==> config.mk <==
export PLATFORM = sky130hd
export DESIGN_NAME = fp_mul_pipe
export DESIGN_NICKNAME = d
export VERILOG_FILES = /design/src/rtl/fp_pkg.sv /design/src/rtl/fp_round_pack.sv /design/src/rtl/fp_mul_pipe.sv
export SDC_FILE = /design/constraint.sdc
export NUM_CORES = 2
export LEC_CHECK = 0
export ABC_CLOCK_PERIOD_IN_PS = 9300
export CORE_UTILIZATION = 45
export DETAILED_ROUTE_END_ITERATION = 8
export PLACE_DENSITY = 0.66
export REMOVE_ABC_BUFFERS = 1
export SLEW_MARGIN = 25
export SYNTH_ARGS = -nofsm -noshare
export SYNTH_HDL_FRONTEND = slang
export SYNTH_SLANG_ARGS = --single-unit
==> constraint.sdc <==
create_clock -name clk -period 9.3 [get_ports clk]
set_clock_uncertainty 0.1 [all_clocks]
set_input_delay 1.395 -clock clk [delete_from_list [all_inputs] [get_ports clk]]
set_output_delay 1.395 -clock clk [all_outputs]
set_load 0.1 [all_outputs]
### Local utilization

Drawn at 1 px/um. The die is cut into 25 by 25 equal tiles; black is low, pale yellow is high, 0 to 100% covered.
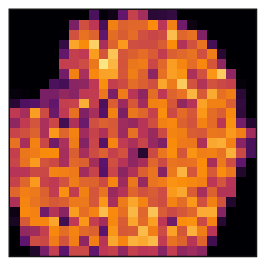
The fullest tile reaches 95%. The emptiest ninth of the die: north-west. 18% of the tiles are nearly empty. The mean over all tiles is 46%. 11% of the tiles are over 75% full.
placeable core region: 0.05891 mm^2
Util after Layout: 49.04%
starting density of the core: 45.42%

### Placed cells, one color a class

Drawn at 1.5 px/um. Fill, decap, tap and diode cells in gray.
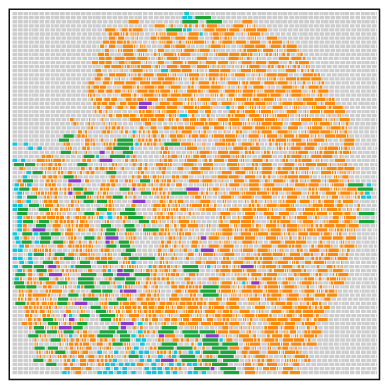
Key: flip-flops = green [cells 164]; clock drivers and dummy loads = purple [cells 32]; other buffers and delay cells = cyan [cells 128]; all other logic = orange [cells 2680]
total number of placement rows: 89
Layout Cell Area excl Fill: 0.02889 mm^2
Seq/total area: 13.27%

### Zoomed window

Window x 110 to 135, y 110 to 135 um. Cells in gray, sequential cells in the stronger gray; small squares are vias.
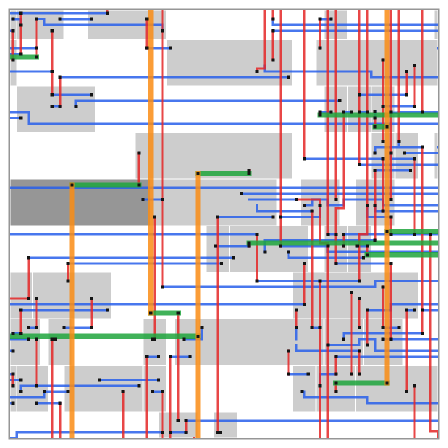
Key: met3 = green; met1 = blue; met4 = orange; met2 = red
Most frequent: inv_1 (11), fa_1 (6). Sequential cells in the window: 1. 38 logic cells have their middle in the window.

### The clock network

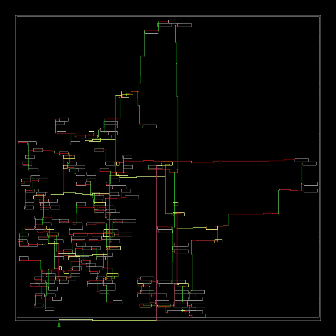
Clk. pwr: 0.753 mW
number of sequential cells in the layout: 164
worst skew pair latency: 0.50 ns

==> impl_metrics.yaml <==
# yosys + openroad results
global_route:
  antenna_found_initial: 3
  grt_start_max_net_pins: 94
  globalRouteOverflowTotal: 0
  use_met3_pct: 3.394
  globalRouteMet1Util_pct: 34.82
  grt.met2_usage_pct: 40.75
  gr-usage-all-layers_pct: 25.04
  grt_pass1_vias: 21739
logic_synthesis:
  edf_count: 55
  top_cell_area_share_pct: 36.21
  mappedNetlistArea_mm2: 0.02676
  ys_dominant_reg_cell: "sky130_fd_sc_hd__dfxtp_1"
  sequential_share_of_the_synthesized_area_pct: 14.33
  synth-cells-yosys: 3014
  synthArstFlopShare_pct: 0
  ys_seq_elements: 164
  synth.area.top_cells: "sky130_fd_sc_hd__fa_1 (36%), sky130_fd_sc_hd__ha_1 (9.0%), sky130_fd_sc_hd__dfxtp_1 (8.2%), sky130_fd_sc_hd__inv_1 (8.0%), sky130_fd_sc_hd__and2_1 (6.9%)"
  ys.warnings.count: 0
  synth.lib_cells_used.distinct: 76
  synth-area-yosys_mm2: 0.02676
worst_setup_path:
  critical_path_class: "register to register"
  cp_num_cells: 22
  critical_path_buf_inv_count: 5
  critical_path.slowest_cell: "sky130_fd_sc_hd__edfxtp_1"
  critical_path_peak_fanout: 24
  reg2reg_setup_slack_ns: 1.64
  setup.worst_path.start_class: "register"
  cpLargestDelayFamily: "adder cells"
  path_cells: "nand2_1 > fa_1 > inv_1 > fa_1 > inv_1 > fa_1 > inv_1 > fa_1 > fa_1 > fa_1 > inv_1 > fa_1 > inv_1 > ha_1 > a21o_1 > a311oi_1 > o21bai_1 > a211o_1 > a21oi_1 > o31ai_1 > xnor2_1 > o21ai_0"
  cp.required_ns: 9.60
  worst_ep_arrival_time_ns: 7.96
  worst_path_largest_cell_delay_ns: 1.01
  critical_path.most_common_cell: "sky130_fd_sc_hd__fa_1"
  reg2reg_depth: 22
placement:
  routability_congestion_estimate_from_global_placement: 0.9144
  dp_worst_setup_slack_ns: 1.721
  port_buffers: 105
cts:
  cts_hold_buffers: 0
  cts_setup_buffers: 0
  clockRootBuffer: "sky130_fd_sc_hd__clkbuf_16"
  worst_case_clock_buffer_depth: 2
  cts.reportedPaths.clkPinSlew_ns: 0.09
  cts_buf_count: 17
  ctsHtreeMaxLevel: 4
floorplan:
  die-height_um: 245.8
  ios: 106
  die_outline_area_mm2: 0.06044
  floorplan.tapcells: 773
  die_width_um: 245.8
power_and_ir_drop:
  switching_power_mw: 2.776
  clkPwrFrac_pct: 14.0
  internal_power_mw: 2.587
  total_power_mw: 5.363
final_timing:
  slew_headroom_pct: 26.12
  hold_viol: 0
  final_max_tran_viols: 0
  unrepaired_setup_endpoints_after_global_routing: "no"
  fmax_ghz: 0.1305
  final_critical_path_setup_slack_ns: 1.636
  tightest_slew_ns: 1.108
  final-setup-viol-count: 0
  final_min_period_over_clock_period_pct: 82.41
worst_hold_path:
  min_path_type: "register to register"
  worst_hold_path.num_cells: 2
job:
  maxCapViolations: 0
  warnings: 25
cells_and_area:
  seqCellArea_mm2: 0.003835
  bufAreaShareNonClock_pct: 4.270
  design.final.nets: 3735
  final_cell_mix: "sky130_fd_sc_hd__inv_1 (570), sky130_fd_sc_hd__fa_1 (484), sky130_fd_sc_hd__nand2_1 (475), sky130_fd_sc_hd__and2_1 (293), sky130_fd_sc_hd__ha_1 (192)"
  biggestCellCategory: "multi-input combinational cells"
  final_layout_size_suffix_gt1_share_pct: 3.329
  largest_register_ffs: 48
  clock_cell_area_share_pct: 2.027
  final-comb-area_mm2: 0.02011
  num-multi-input-gates: 2107
  antenna-diode-count: 2
  final.signal_inverter_count: 573
drt:
  via_to_cell_ratio: 5.355
  postRouteAntennaNets: 0
  total_routed_length_mm: 71.05
  drc: 0
  number_of_vias_after_detailed_routing: 20236
  drt-initial-drc-count: 1192
run_status:
  status: "completed"
[synthesized netlist by cell type (all sizes together), types with 26 or more instances]
library cell,instances
a21o,26
a21oi,123
and2,294
and3,70
clkbuf,156
dfxtp,109
edfxtp,55
fa,484
ha,192
inv,571
nand2,477
nand3,35
nor2,55
o21ai,59
xnor2,38
[per-layer routing]
layer / vias to the layer above / part of all wire, %
met2: 539 / 47
met1: 10310 / 45
li1: 9289 / -
met5: - / 0.068
met3: 92 / 5.4
met4: 6 / 2.1
[cells by family (layout without fill, tap and decap cells)]
group	count (synthesis)	count (layout)	share of synthesized area [%]
XOR/XNOR	56	56	1.833
flip-flops	164	164	14.33
multiplexers	9	9	0.3414
AND/OR/NAND/NOR	1033	1033	19.23
adder cells (fa/ha/maj)	676	676	45.19
AND-OR/OR-AND	333	333	8.483
other	0	2	0
buffers and inverters	743	733	10.59
[power by group through the flow]
stage	registers, mW	clock network [mW]	logic, mW
2_1_floorplan	1.00	0	2.43
3_3_place_gp	1.04	0	3.48
3_5_place_dp	1.05	0	3.51
4_1_cts	1.03	0.770	3.57
5_1_grt	1.05	0.787	4.02
6_report	1.04	0.753	3.57
[per-stage QoR]
| stage | area (um^2) | utilization, % | std cells | hold WS, ns | TNS, ns |
|---|---|---|---|---|---|
| after floorplan | 26070 | - | 2844 | 0.3248 | -54.59 |
| after global placement | 28260 | 47.98 | 3743 | 0.3376 | 0 |
| after detailed placement | 28280 | 48.01 | 3744 | 0.3449 | 0 |
| after CTS | 28870 | 49.01 | 3776 | 0.3563 | 0 |
| after global routing | 28880 | 49.03 | 3777 | 0.3795 | 0 |
| final | 28890 | 49.04 | 3779 | 0.3547 | 0 |
No activity file was given, so power comes from the tool's default toggle rates.
